Figure 1. Clock nets (run 1).
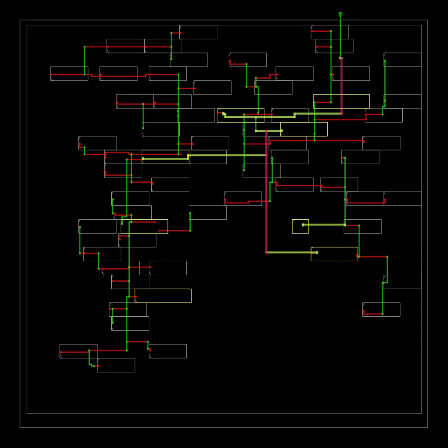
Figure 2. Signal wires on met3 (run 1).
(6 px per um)
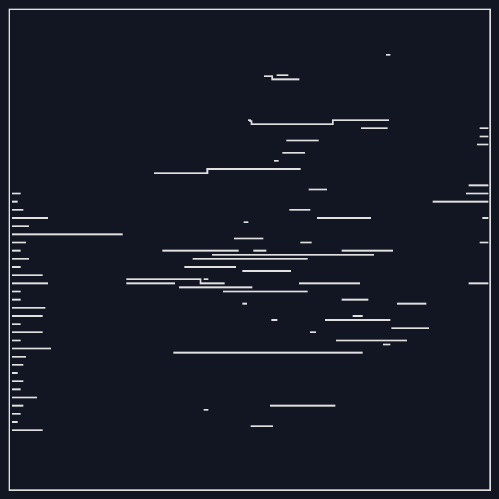
Figure 3. Selected gate families (run 1).
(3 px per um)
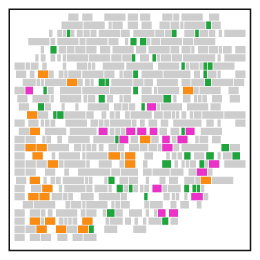
==> src/rtl/atm_account_arbiter.sv <==
// atm_account_arbiter
// Shares one account balance between NUM_REQ ATM terminals. Terminals are
// served one at a time in round-robin order. Each operation runs atomically
// against the shared balance, and the served terminal gets a one-cycle done
// pulse that carries a status code and the resulting balance.
//
// Ports:
//   clk, rst     clock (rising edge), synchronous active-high reset
//   req          per-terminal request, held until the matching done
//   op_flat      per-terminal op, 2 bits each (00 wd, 01 dep, 10 inq, 11 rsvd)
//   amt_flat     per-terminal amount, AMT_W bits each
//   gnt          one-hot, terminal being served
//   done         one-hot, one-cycle completion pulse
//   status       result code, valid while done != 0
//   balance_out  balance after the operation, valid while done != 0
//   busy         FSM not idle
//   txn_count    count of OK transactions, wraps at 16 bits
module atm_account_arbiter #(
  parameter int unsigned NUM_REQ      = 4,
  parameter int unsigned BAL_W        = 8,
  parameter int unsigned AMT_W        = 6,
  parameter int unsigned INIT_BALANCE = 30
) (
  input  logic                     clk,
  input  logic                     rst,
  input  logic [NUM_REQ-1:0]       req,
  input  logic [2*NUM_REQ-1:0]     op_flat,
  input  logic [AMT_W*NUM_REQ-1:0] amt_flat,
  output logic [NUM_REQ-1:0]       gnt,
  output logic [NUM_REQ-1:0]       done,
  output logic [1:0]               status,
  output logic [BAL_W-1:0]         balance_out,
  output logic                     busy,
  output logic [15:0]              txn_count
);

  localparam int unsigned IdxW    = (NUM_REQ > 1) ? $clog2(NUM_REQ) : 1;
  localparam int          NumReqI = int'(NUM_REQ);

  localparam logic [1:0] OpWithdraw = 2'b00;
  localparam logic [1:0] OpDeposit  = 2'b01;
  localparam logic [1:0] OpInquiry  = 2'b10;

  localparam logic [1:0] StsOk       = 2'b00;
  localparam logic [1:0] StsInsuff   = 2'b01;
  localparam logic [1:0] StsOverflow = 2'b10;
  localparam logic [1:0] StsBadReq   = 2'b11;

  typedef enum logic [1:0] {StIdle, StExec, StResp} state_e;

  state_e               state_q, state_d;
  logic [IdxW-1:0]      winner_q, winner_d;
  logic [IdxW-1:0]      rr_ptr_q, rr_ptr_d;
  logic [1:0]           op_q, op_d;
  logic [AMT_W-1:0]     amt_q, amt_d;
  logic [BAL_W-1:0]     balance_q, balance_d;
  logic [NUM_REQ-1:0]   gnt_q, gnt_d;
  logic [NUM_REQ-1:0]   done_q, done_d;
  logic [1:0]           status_q, status_d;
  logic [BAL_W-1:0]     bal_out_q, bal_out_d;
  logic [15:0]          txn_q, txn_d;

  // Unpacked views of the flattened per-terminal inputs.
  logic [1:0]       op_arr  [NUM_REQ];
  logic [AMT_W-1:0] amt_arr [NUM_REQ];

  always_comb begin
    for (int i = 0; i < NumReqI; i++) begin
      op_arr[i]  = op_flat[2*i +: 2];
      amt_arr[i] = amt_flat[AMT_W*i +: AMT_W];
    end
  end

  // Round-robin pick: scan downward so the candidate closest to rr_ptr wins.
  logic            pick_valid;
  logic [IdxW-1:0] pick_idx;
  logic [IdxW-1:0] cand;

  always_comb begin
    pick_valid = 1'b0;
    pick_idx   = '0;
    cand       = '0;
    for (int k = NumReqI - 1; k >= 0; k--) begin
      cand = IdxW'((int'(rr_ptr_q) + k) % NumReqI);
      if (req[cand]) begin
        pick_valid = 1'b1;
        pick_idx   = cand;
      end
    end
  end

  // Operation evaluation against the current balance.
  logic [BAL_W-1:0] amt_ext;
  logic [BAL_W:0]   sum;
  logic [BAL_W-1:0] exec_bal;
  logic [1:0]       exec_status;

  always_comb begin
    amt_ext     = BAL_W'(amt_q);
    sum         = {1'b0, balance_q} + {1'b0, amt_ext};
    exec_bal    = balance_q;
    exec_status = StsOk;
    case (op_q)
      OpWithdraw: begin
        if (amt_q == '0) begin
          exec_status = StsBadReq;
        end else if (amt_ext > balance_q) begin
          exec_status = StsInsuff;
        end else begin
          exec_bal = balance_q - amt_ext;
        end
      end
      OpDeposit: begin
        if (amt_q == '0) begin
          exec_status = StsBadReq;
        end else if (sum[BAL_W]) begin
          exec_status = StsOverflow;
        end else begin
          exec_bal = sum[BAL_W-1:0];
        end
      end
      OpInquiry: exec_status = StsOk;
      default:   exec_status = StsBadReq;
    endcase
  end

  logic [IdxW-1:0] rr_next;
  assign rr_next = (int'(winner_q) == NumReqI - 1) ? '0 : winner_q + 1'b1;

  always_comb begin
    state_d   = state_q;
    winner_d  = winner_q;
    rr_ptr_d  = rr_ptr_q;
    op_d      = op_q;
    amt_d     = amt_q;
    balance_d = balance_q;
    gnt_d     = gnt_q;
    done_d    = '0;
    status_d  = status_q;
    bal_out_d = bal_out_q;
    txn_d     = txn_q;
    unique case (state_q)
      StIdle: begin
        // gnt lingers through the done cycle so done always has its gnt bit.
        gnt_d = '0;
        if (pick_valid) begin
          winner_d = pick_idx;
          op_d     = op_arr[pick_idx];
          amt_d    = amt_arr[pick_idx];
          gnt_d    = NUM_REQ'(1) << pick_idx;
          state_d  = StExec;
        end
      end
      StExec: begin
        status_d  = exec_status;
        bal_out_d = exec_bal;
        if (exec_status == StsOk) begin
          balance_d = exec_bal;
        end
        state_d = StResp;
      end
      StResp: begin
        done_d   = gnt_q;
        rr_ptr_d = rr_next;
        if (status_q == StsOk) begin
          txn_d = txn_q + 16'd1;
        end
        state_d = StIdle;
      end
      default: state_d = StIdle;
    endcase
  end

  always_ff @(posedge clk) begin
    if (rst) begin
      state_q   <= StIdle;
      winner_q  <= '0;
      rr_ptr_q  <= '0;
      op_q      <= '0;
      amt_q     <= '0;
      balance_q <= BAL_W'(INIT_BALANCE);
      gnt_q     <= '0;
      done_q    <= '0;
      status_q  <= '0;
      bal_out_q <= '0;
      txn_q     <= '0;
    end else begin
      state_q   <= state_d;
      winner_q  <= winner_d;
      rr_ptr_q  <= rr_ptr_d;
      op_q      <= op_d;
      amt_q     <= amt_d;
      balance_q <= balance_d;
      gnt_q     <= gnt_d;
      done_q    <= done_d;
      status_q  <= status_d;
      bal_out_q <= bal_out_d;
      txn_q     <= txn_d;
    end
  end

  assign gnt         = gnt_q;
  assign done        = done_q;
  assign status      = status_q;
  assign balance_out = bal_out_q;
  assign busy        = (state_q != StIdle);
  assign txn_count   = txn_q;

endmodule

==> config.mk <==
export PLATFORM = sky130hd
export DESIGN_NAME = atm_account_arbiter
export DESIGN_NICKNAME = d
export VERILOG_FILES = /design/src/rtl/atm_account_arbiter.sv
export SDC_FILE = /design/constraint.sdc
export NUM_CORES = 1
export LEC_CHECK = 0
export CORE_UTILIZATION = 55
export CTS_BUF_LIST = sky130_fd_sc_hd__clkbuf_16
export CTS_CLUSTER_SIZE = 16
export DETAILED_ROUTE_END_ITERATION = 12
export PLACE_DENSITY = 0.86
export SKIP_LAST_GASP = 1
export SLEW_MARGIN = 10
export SYNTH_ARGS = -nofsm -noshare
export SYNTH_HDL_FRONTEND = slang
export SYNTH_SLANG_ARGS = --single-unit
==> constraint.sdc <==
create_clock -name clk -period 3.9 [get_ports clk]
set_input_delay 0.78 -clock clk [delete_from_list [all_inputs] [get_ports clk]]
set_output_delay 0.78 -clock clk [all_outputs]
set_load 0.01 [all_outputs]
==> summary.txt, run 1 <==
worst slew pin tran -> 0.825 ns
DR WL/cell -> 14.7 um
Hold Buf Count CTS -> 0
CP max stage cell -> o311ai_2
DRT antenna net count -> 0
status -> finished, final reports clean
worst min-delay path class -> register to register
Top cells excl fill/tap -> 72 x clkdlybuf4s50_1, 63 x nor2_1, 56 x dfxtp_1, 35 x a21oi_1, 23 x mux2i_1
Row Count -> 28
max FFs per register -> 16
Dominant flop cell -> dfxtp_1
Die W -> 79.9 um
antenna cells -> 0
Mapped Area -> 0.00334 mm^2
1st-pass router iterations -> 4
Setup CP Type -> register to register
Leakage -> 1.71 nW
critical path startpoint category -> register
comb pwr -> 0.000686 W
reg2reg start -> amt_q[0]$_SDFFE_PP0P_
final hold slack -> 0.476 ns
Synth flops -> 56
cts repair resizes -> 0
asr flop ratio synth -> 0%
pre-CTS setup slack -> 1.01 ns
CTS tree -> yes
Mean Syn Cell Area -> 8.43 um^2
initial antenna violation count -> 0
Worst Reg-to-Reg Cells -> 10
Worst setup EP type -> register
max-cap violations -> 0
CP Capture Point -> balance_out[3]$_SDFFE_PP0P_
Ports -> 73
Seq group -> 0.000680 W
routability cong. -> 0.865
setup violators final -> 0
Synth Net Count -> 450
Slew Viols, Final -> 0
Root Driver -> clkbuf_16
worst vdd ir -> 278 uV
vias in the first global route -> 2,896
GRT Total Usage -> 26.1%
Max Freq -> 0.342 GHz
cell type with the largest total area -> dfxtp_1
RSZ-0062 raised after global routing -> no
DRC viols -> 0
# port buffers -> 72
slowest stage delay, CP -> 0.74 ns
Pwr top -> combinational cells
Setup TNS -> 0 ns
pwr dens -> 457 mW/mm^2
cycle use final -> 75.0%
post-layout util -> 72.2%
Area Overhead vs Synth -> 27.3%
Post-CTS Setup Repair Bufs -> 0
CP top delay family -> AND-OR/OR-AND gates
Reg clk slew, reported paths -> 0.07 ns
critical path depth -> 10
Final min period -> 2.93 ns
share of cells above drive strength 1 -> 5.03%
Clock Tree Buf Depth -> 2
synth warn -> 0
number of cells in Yosys stat -> 396
DRT iter0 DRCs -> 168
maximum number of pins on one net before global-route repair -> 28
vias per std cell -> 5.78
final setup margin -> 0.974 ns
post-synthesis cell count -> 396
NumNets Final -> 510
switch share -> 32.9%
switching pwr -> 0.000638 W
Core ar. -> 0.00589 mm^2
internal power -> 0.00130 W
CP Buf/Inv Count -> 1
Reg2Reg Capture Point -> balance_out[3]$_SDFFE_PP0P_
layout filler cell count -> 432
synth unique cells -> 61
FP Util -> 56.7%
first-pass GRT wire length -> 13,100 um
Slew HR -> 44.9%
R2R Setup Slk -> 0.97 ns
flip-flops with a built-in enable -> 0
clk_skew -> 0.00463 ns
sequential share of power -> 35.0%
Critical Path, Cell by Cell -> ha_1, inv_1, fa_1, nor3_4, nor3_1, o311ai_2, or2_2, a211oi_1, a211o_1, a21oi_1
Notes on Figure 1 above:
clock buf count: 5
Num CTS Buffers: 5
clk latency late pin: 0.29 ns
clk sinks: 56

Notes on Figure 2 above:
main direction	horizontal
wire length on this layer	439 um
nets with wire on the layer	68
GR Util met3: 5.83%
DR vias: 3,073
final WL: 7800 um

Notes on Figure 3 above:
family	color	cells
non-inverting ao/oa cells	magenta	17
nand cells	green	43
mux cells	orange	24
non-filler cells, final: 532
most instantiated logic cell after routing: clkdlybuf4s50_1

run 1: through the flow:
| step | power [W] | instances | area [um^2] |
|---|---|---|---|
| finish | 0.00194 | 532 | 4250 |
| global placement | 0.00134 | 524 | 4050 |
| detailed placement | 0.00136 | 524 | 4050 |
| global route | 0.00205 | 532 | 4250 |
| floorplan | 0.00120 | 396 | 3340 |
| CTS | 0.00194 | 532 | 4250 |
run 1: Yosys cell counts, types with 5 or more instances:
master / number
xor2_1: 14
buf_2: 8
o21ai_0: 15
nand3b_1: 5
nand2_1: 17
dfxtp_1: 56
nor3_1: 8
a21oi_1: 35
nand2b_1: 9
nor2_1: 63
nand3_1: 8
ha_1: 14
inv_1: 16
xnor2_1: 8
clkbuf_1: 9
nor2b_1: 6
a211oi_1: 10
mux2i_1: 23
run 1: routing by layer:
layer	part of all wire, %	track usage, %
met5	0	0
met4	1.7	7.14
met3	5.6	5.83
met2	51	46.3
met1	42	31.4
run 1: cells by family after synthesis:
group | after synthesis | synth area share (%)
AND/OR/NAND/NOR | 142 | 21.1
AND-OR/OR-AND | 98 | 20.3
multiplexers | 24 | 7.24
XOR/XNOR | 22 | 5.77
buffers and inverters | 38 | 5.59
adder cells (fa/ha/maj) | 16 | 6.45
flip-flops | 56 | 33.6
run 1: area by class of cell:
| cell class | instances | area, um^2 | area share (%) |
|---|---|---|---|
| Clock inverter | 3 | 68.8 | 1.62 |
| Inverter | 16 | 60.1 | 1.41 |
| Multi-Input combinational cell | 302 | 2040 | 47.9 |
| Clock buffer | 5 | 125 | 2.95 |
| Sequential cell | 56 | 1120 | 26.4 |
| Tap cell | 75 | 93.8 | 2.21 |
| Timing Repair Buffer | 75 | 743 | 17.5 |
Figure 4. Signal wires by layer (run 1).
(3 px per um)
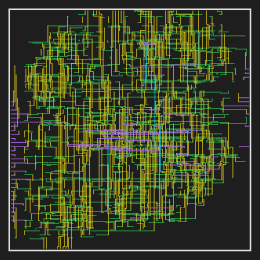

--- run 2 (diff from run 1) ---
--- a/config.mk
+++ b/config.mk
@@ -5,11 +5,11 @@
 export SDC_FILE = /design/constraint.sdc
 export NUM_CORES = 1
 export LEC_CHECK = 0
-export CORE_UTILIZATION = 55
+export CORE_UTILIZATION = 46
 export CTS_BUF_LIST = sky130_fd_sc_hd__clkbuf_16
 export CTS_CLUSTER_SIZE = 16
 export DETAILED_ROUTE_END_ITERATION = 12
-export PLACE_DENSITY = 0.86
+export PLACE_DENSITY = 0.77
 export SKIP_LAST_GASP = 1
 export SLEW_MARGIN = 10
 export SYNTH_ARGS = -nofsm -noshare
==> constraint.sdc (replaced) <==
create_clock -name clk -period 2.5 [get_ports clk]
set_input_delay 0.5 -clock clk [delete_from_list [all_inputs] [get_ports clk]]
set_output_delay 0.5 -clock clk [all_outputs]
set_load 0.01 [all_outputs]
Figure 5. Signal wires by layer (run 2).
(3 px per um)
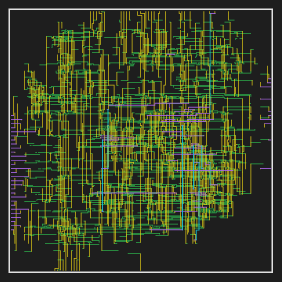
layer	color	wire length
M4	cyan	168 um
M3	purple	376 um
M1	green	3,720 um
M2	yellow	4,280 um
GRT Total Usage: 22.5%
DR WL/cell: 14.7 um
final WL: 8540 um
DR vias: 3,169

Figure 6. Clock nets (run 2).
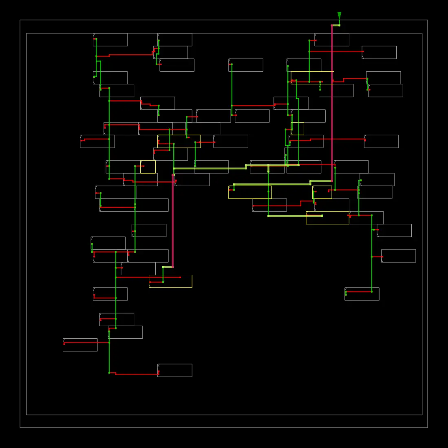
Flops: 56
clock network power: 0.000722 W
clk latency late pin: 0.30 ns
clk_skew: 0.00641 ns

==> run 2 against run 1 <==
Sequential power rose by 53%. Final cell count rose by 9.2%. Critical path type unchanged. Register-to-register slack worse by 0.92 ns.
==> summary.txt, run 2 <==
Seq group -> 0.00104 W (+53%)
Slew Viols, Final -> 0 (unchanged)
worst min-delay path class -> register to register
final setup margin -> 0.0563 ns (-0.917 ns)
Dominant flop cell -> dfxtp_1
vias in the first global route -> 2,929 (+1.1%)
comb pwr -> 0.00133 W (+94%)
top-count cell post-synth -> nor2_1
Pwr top -> combinational cells
final hold slack -> 0.458 ns (-0.0181 ns)
metal2 WL -> 4280 um (+8.0%)
Mean Syn Cell Area -> 8.43 um^2 (unchanged)
FP Util -> 48.3% (-8.4 points)
post-layout util -> 65.8% (-6.4 points)
Leakage -> 1.83 nW (+7.1%)
routed wl met3 -> 375 um (-14%)
Setup TNS -> 0 ns (unchanged)
Mapped Area -> 0.00334 mm^2 (unchanged)
status -> finished, final reports clean
share of cells above drive strength 1 -> 13.8% (+8.8 points)
routability cong. -> 0.926 (+7.1%)
Final min period -> 2.44 ns (-0.483 ns)
layout filler cell count -> 584 (+35%)
antenna cells -> 0 (unchanged)
max FFs per register -> 16 (unchanged)
Clock Tree Buf Depth -> 2 (unchanged)
DRT antenna net count -> 0 (unchanged)
Setup CP Type -> register to register
switching pwr -> 0.00111 W (+73%)
CTS tree -> yes
vias per std cell -> 5.45 (-5.6%)
first-pass GRT wire length -> 13,400 um (+2.2%)
setup violators final -> 0 (unchanged)
Row Count -> 30 (+7.1%)
synth warn -> 0 (unchanged)
reg2reg start -> amt_q[0]$_SDFFE_PP0P_
cts repair resizes -> 5 (+5)
max-cap violations -> 0 (unchanged)
Top cells excl fill/tap -> 72 x clkdlybuf4s50_1, 63 x nor2_1, 54 x dfxtp_1, 34 x a21oi_1, 27 x buf_4
slowest stage delay, CP -> 0.42 ns (-0.32 ns)
Critical Path, Cell by Cell -> ha_4, inv_2, fa_2, nor3_4, nor3_4, o311ai_4, buf_6, buf_4, a21oi_1, o22a_1, a211oi_2
post-synthesis cell count -> 396 (unchanged)
DRC viols -> 0 (unchanged)
maximum number of pins on one net before global-route repair -> 48 (+71%)
DRT iter0 DRCs -> 226 (+35%)
Worst setup EP type -> register
CP max stage cell -> fa_2
Synth Net Count -> 450 (unchanged)
Worst Reg-to-Reg Cells -> 11 (+1)
flip-flops with a built-in enable -> 0 (unchanged)
Root Driver -> clkbuf_16
wire length on met1 -> 3720 um (+14%)
Max Freq -> 0.409 GHz (+20%)
cycle use final -> 97.7% (+23 points)
Num CTS Buffers -> 5 (unchanged)
Placed Cells incl. Taps -> 568 (+8.4%)
number of cells in Yosys stat -> 396 (unchanged)
pre-CTS setup slack -> -0.0490 ns (-1.06 ns)
sequential share of power -> 33.7% (-1.3 points)
worst slew pin tran -> 0.568 ns (-0.257 ns)
Reg clk slew, reported paths -> 0.07 ns (about the same)
Synth flops -> 56 (unchanged)
Area Overhead vs Synth -> 36.2%
Slew HR -> 61.8% (+17 points)
critical path startpoint category -> register
1st-pass router iterations -> 4 (unchanged)
## run 2: cell counts after synthesis
No cell type changed its count.
## run 2: final cells by class
class	count	area [um^2]	share of cell area (%)
well taps	96	120	2.64
repair buffers	103	971	21.4
flip-flops and latches	56	1130	24.8
inverters	16	60.1	1.32
clock buffers	5	125	2.75
clock inverters	3	27.5	0.606
multi-input cells	302	2110	46.5
## run 2: cells by family after synthesis
| group | Yosys count | share of synthesized area (%) |
|---|---|---|
| compound gates | 98 | 20.3 |
| xor+xnor | 22 | 5.77 |
| fa+ha+maj | 16 | 6.45 |
| buf+inv | 38 | 5.59 |
| flops | 56 | 33.6 |
| mux | 24 | 7.24 |
| simple gates | 142 | 21.1 |
## run 2: metal layers
metal,up-vias,track usage [%]
li1,1577,-
met1,1465,28.2
met2,111,38.8
met3,16,3.98
met4,0,8.05
met5,-,0
## run 2: worst paths after layout
kind | endpoint | slack (ns)
max | balance_out[2]$_SDFFE_PP0P_ | 0.06
min | balance_out[3]$_SDFFE_PP0P_ | 0.46
max reg2reg | balance_out[2]$_SDFFE_PP0P_ | 0.06
min reg2reg | balance_out[3]$_SDFFE_PP0P_ | 0.46
## run 2: per-stage QoR
| step | power (W) | cell area [um^2] |
|---|---|---|
| 3_3_place_gp | 0.00222 | 4270 |
| 6_report | 0.00310 | 4540 |
| 3_5_place_dp | 0.00225 | 4270 |
| 4_1_cts | 0.00299 | 4440 |
| 2_1_floorplan | 0.00186 | 3340 |
| 5_1_grt | 0.00326 | 4540 |
## run 2: worst max-delay path, delay by kind of cell, from the launching register on
kind,cells,cell delay (ns)
AND-OR/OR-AND,4,0.80
adder cells (fa/ha/maj),2,0.56
flip-flops,1,0.38
buffers and inverters,3,0.31
AND/OR/NAND/NOR,2,0.28
Figure 7. Signal wires on met3 (run 2).
(6 px per um)
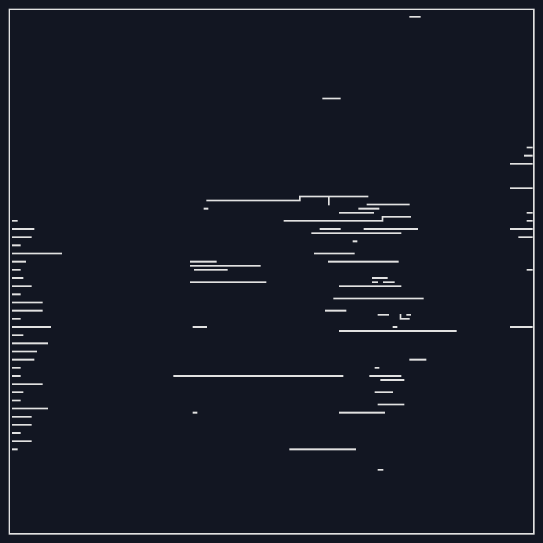

--- run 3 (diff from run 2) ---
--- a/config.mk
+++ b/config.mk
@@ -5,13 +5,16 @@
 export SDC_FILE = /design/constraint.sdc
 export NUM_CORES = 1
 export LEC_CHECK = 0
+export CORE_MARGIN = 4
 export CORE_UTILIZATION = 46
 export CTS_BUF_LIST = sky130_fd_sc_hd__clkbuf_16
 export CTS_CLUSTER_SIZE = 16
 export DETAILED_ROUTE_END_ITERATION = 12
 export PLACE_DENSITY = 0.77
+export SETUP_SLACK_MARGIN = 0.1
 export SKIP_LAST_GASP = 1
 export SLEW_MARGIN = 10
 export SYNTH_ARGS = -nofsm -noshare
 export SYNTH_HDL_FRONTEND = slang
 export SYNTH_SLANG_ARGS = --single-unit
+export TNS_END_PERCENT = 100
Figure 8. Signal wires on met3 (run 3).
(4 px per um)
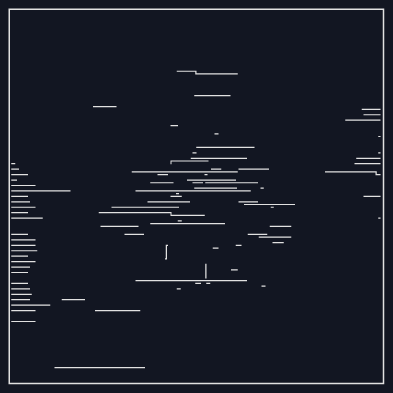
nets with wire on the layer	67
share of all routed wire	6.1%
wire length on this layer	567 um
longest straight run	28.5 um
main direction	horizontal
final WL: 9350 um
DR vias: 3,256
GR Util met3: 3.54%

==> run 3 against run 2 <==
Worst hold slack improved by 0.021 ns. Sequential share of layout area decreased by 0.64 points. Setup slack improved by 0.047 ns. Design area increased by 2.5%. Register-to-register slack improved by 0.05 ns. Highest routed layer unchanged. Largest power group unchanged. Fmax increased by 2.0%.
==> summary.txt, run 3 <==
Die W -> 93.2 um
Post-synth area hogs -> dfxtp_1 34%, nor2_1 7.1%, mux2i_1 6.9%
antenna cells -> 0 (unchanged)
initial antenna violation count -> 0
cell type with the largest total area -> dfxtp_1
DR WL/cell -> 15.9 um (+8.3%)
Area Overhead vs Synth -> 39.6%
Crit Path Max Fanout -> 6
setup violators final -> 0 (unchanged)
XOR Share, Synth -> 5.77% (unchanged)
CP Buf/Inv Count -> 1 (-2)
Ports -> 73
final setup margin -> 0.103 ns (+0.0469 ns)
CP top delay family -> simple AND/OR/NAND/NOR gates
power consumption -> 0.00331 W (+6.9%)
Mapped Area -> 0.00334 mm^2 (unchanged)
Mean Syn Cell Area -> 8.43 um^2 (unchanged)
RSZ-0062 raised after global routing -> yes
GRT Total Usage -> 20.8% (-1.7 points)
Final min period -> 2.40 ns (-0.0469 ns)
number of cells in Yosys stat -> 396 (unchanged)
worst vdd ir -> 484 uV
synth warn -> 0 (unchanged)
Synth flops -> 56 (unchanged)
Leakage -> 1.90 nW (+3.6%)
worst slew pin tran -> 0.558 ns (-0.00972 ns)
Setup CP Type -> register to register
max-cap violations -> 0 (unchanged)
multiplexer share of the synthesized area -> 7.24% (unchanged)
1st-pass router iterations -> 4 (unchanged)
top-count cell post-synth -> nor2_1
critical path startpoint category -> register
share of cells above drive strength 1 -> 16.7% (+2.9 points)
DRT antenna net count -> 0 (unchanged)
OpenROAD warning count -> 35
CP max stage cell -> ha_2
largest family of logic cells by area -> simple AND/OR/NAND/NOR gates
Dominant flop cell -> dfxtp_1
worst min-delay path class -> register to register
Post-DP Area -> 0.00429 mm^2 (+0.56%)
CTS tree -> yes
Max Freq -> 0.417 GHz (+2.0%)
Simple-Gate Area Share -> 21.1% (unchanged)
Top cells excl fill/tap -> 72 x clkdlybuf4s50_1, 63 x nor2_1, 53 x dfxtp_1, 32 x a21oi_1, 32 x buf_4
flip-flops with a built-in enable -> 0 (unchanged)
DRT iter0 DRCs -> 245 (+8.4%)
area fraction in compound gates -> 20.3% (unchanged)
pwr dens -> 711 mW/mm^2
Slew Viols, Final -> 0 (unchanged)
Slew HR -> 62.5% (+0.71 points)
Setup TNS -> 0 ns (unchanged)
final instance area -> 0.00466 mm^2 (+2.5%)
max FFs per register -> 16 (unchanged)
Num CTS Buffers -> 5 (unchanged)
total number of H-tree levels -> 2
Reg clk slew, reported paths -> 0.08 ns (about the same)
WP data arrival -> 2.57 ns
reg2reg start -> balance_q[2]$_SDFFE_PP1P_
pre-CTS setup slack -> -0.0916 ns (-0.0426 ns)
FP Util -> 48.3% (unchanged)
Synth Net Count -> 450 (unchanged)
vias in the first global route -> 3,113 (+6.3%)
Post-Synth Adder-Cell Area -> 6.45% (unchanged)
cycle use final -> 95.9% (-1.9 points)
post-synthesis cell count -> 396 (unchanged)
Root Driver -> clkbuf_16
Clock Tree Buf Depth -> 2 (unchanged)
total gr overflow -> 0
DRC viols -> 0 (unchanged)
post-layout util -> 67.5% (+1.7 points)
maximum number of pins on one net before global-route repair -> 26 (-46%)
Yosys chip area -> 0.00334 mm^2
Critical Path, Cell by Cell -> ha_2, nor3_4, nor3_2, o311ai_4, buf_6, or2_2, a211o_1, o211ai_1, a21oi_1
clk latency late pin -> 0.30 ns (about the same)
status -> finished, final reports clean
Worst setup EP type -> register
R2R Setup Slk -> 0.10 ns (+0.05 ns)
routability cong. -> 0.889 (-4.1%)
first-pass GRT wire length -> 14,500 um (+8.4%)
slowest stage delay, CP -> 0.44 ns (+0.02 ns)
Row Count -> 30 (unchanged)
vias per std cell -> 5.55 (+1.7%)
Figure 9. Clock network drawn from the DEF (run 3).
(4 px per um)
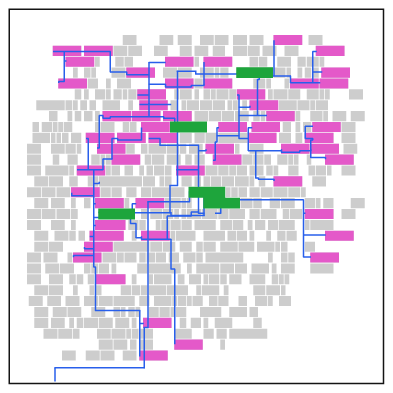
[flip-flops] magenta | count: 56
[clock wires] blue | length: 701 um
[clock-net drivers] green | count: 5
routed clock nets	6
clock network power: 0.000822 W
Clock power frac: 24.8%
clk_skew: 0.00836 ns

-- run 3: worst paths after layout --
path                            cells after the start                          end
worst max register to register                      9  balance_out[0]$_SDFFE_PP0P_
worst min register to register                      2  balance_out[3]$_SDFFE_PP0P_
worst max-delay path                                9  balance_out[0]$_SDFFE_PP0P_
worst min-delay path                                2  balance_out[3]$_SDFFE_PP0P_
-- run 3: kinds of logic after synthesis --
family                   after synthesis
AND/OR/NAND/NOR                      142
AND-OR/OR-AND                         98
flip-flops                            56
buffers and inverters                 38
multiplexers                          24
XOR/XNOR                              22
adder cells (fa/ha/maj)               16
-- run 3: timing repair --
action,4_1_cts,5_1_grt
setup buffers,6,4
pin swaps,10,8
gates cloned,1,0
resized,12,18
endpoints found under the setup margin,14,16
endpoints found under the hold margin,0,0
-- run 3: metal layers --
metal  global-route usage [%]  vias to the layer above  wire, um
li1                         -                     1579         -
met1                     25.6                     1537      3740
met2                     36.5                      119      4800
met3                     3.54                       21       567
met4                     7.20                        0       245
met5                        0                        -         0
-- run 3: worst min-delay path: stages (launching register included) --
cell and delay, ns:
dfxtp_1 0.32, nand2_1 0.06, a21oi_1 0.05
-- run 3: area by class of cell --
cell class              instances  area, um^2
clock buffers                   5         125
inverters                      16        60.1
clock inverters                 3        46.3
multi-input cells             302        2150
flip-flops and latches         56        1130
fillers                       543        2250
well taps                      96         120
repair buffers                109        1030
-- run 3: power breakdown --
part	internal, W	leakage (nW)	switching, W
registers	0.000967	0.458	0.0000753
clock network	0.000479	0.0857	0.000343
logic	0.000705	1.36	0.000744
-- run 3: through the flow --
step | std cells | hold WS [ns]
after floorplan | 396 | 0.459
after global placement | 568 | 0.448
after detailed placement | 568 | 0.458
after CTS | 583 | 0.470
after global routing | 587 | 0.502
final | 587 | 0.479
Power figures rest on the tool's default switching activity, not on a simulated workload.
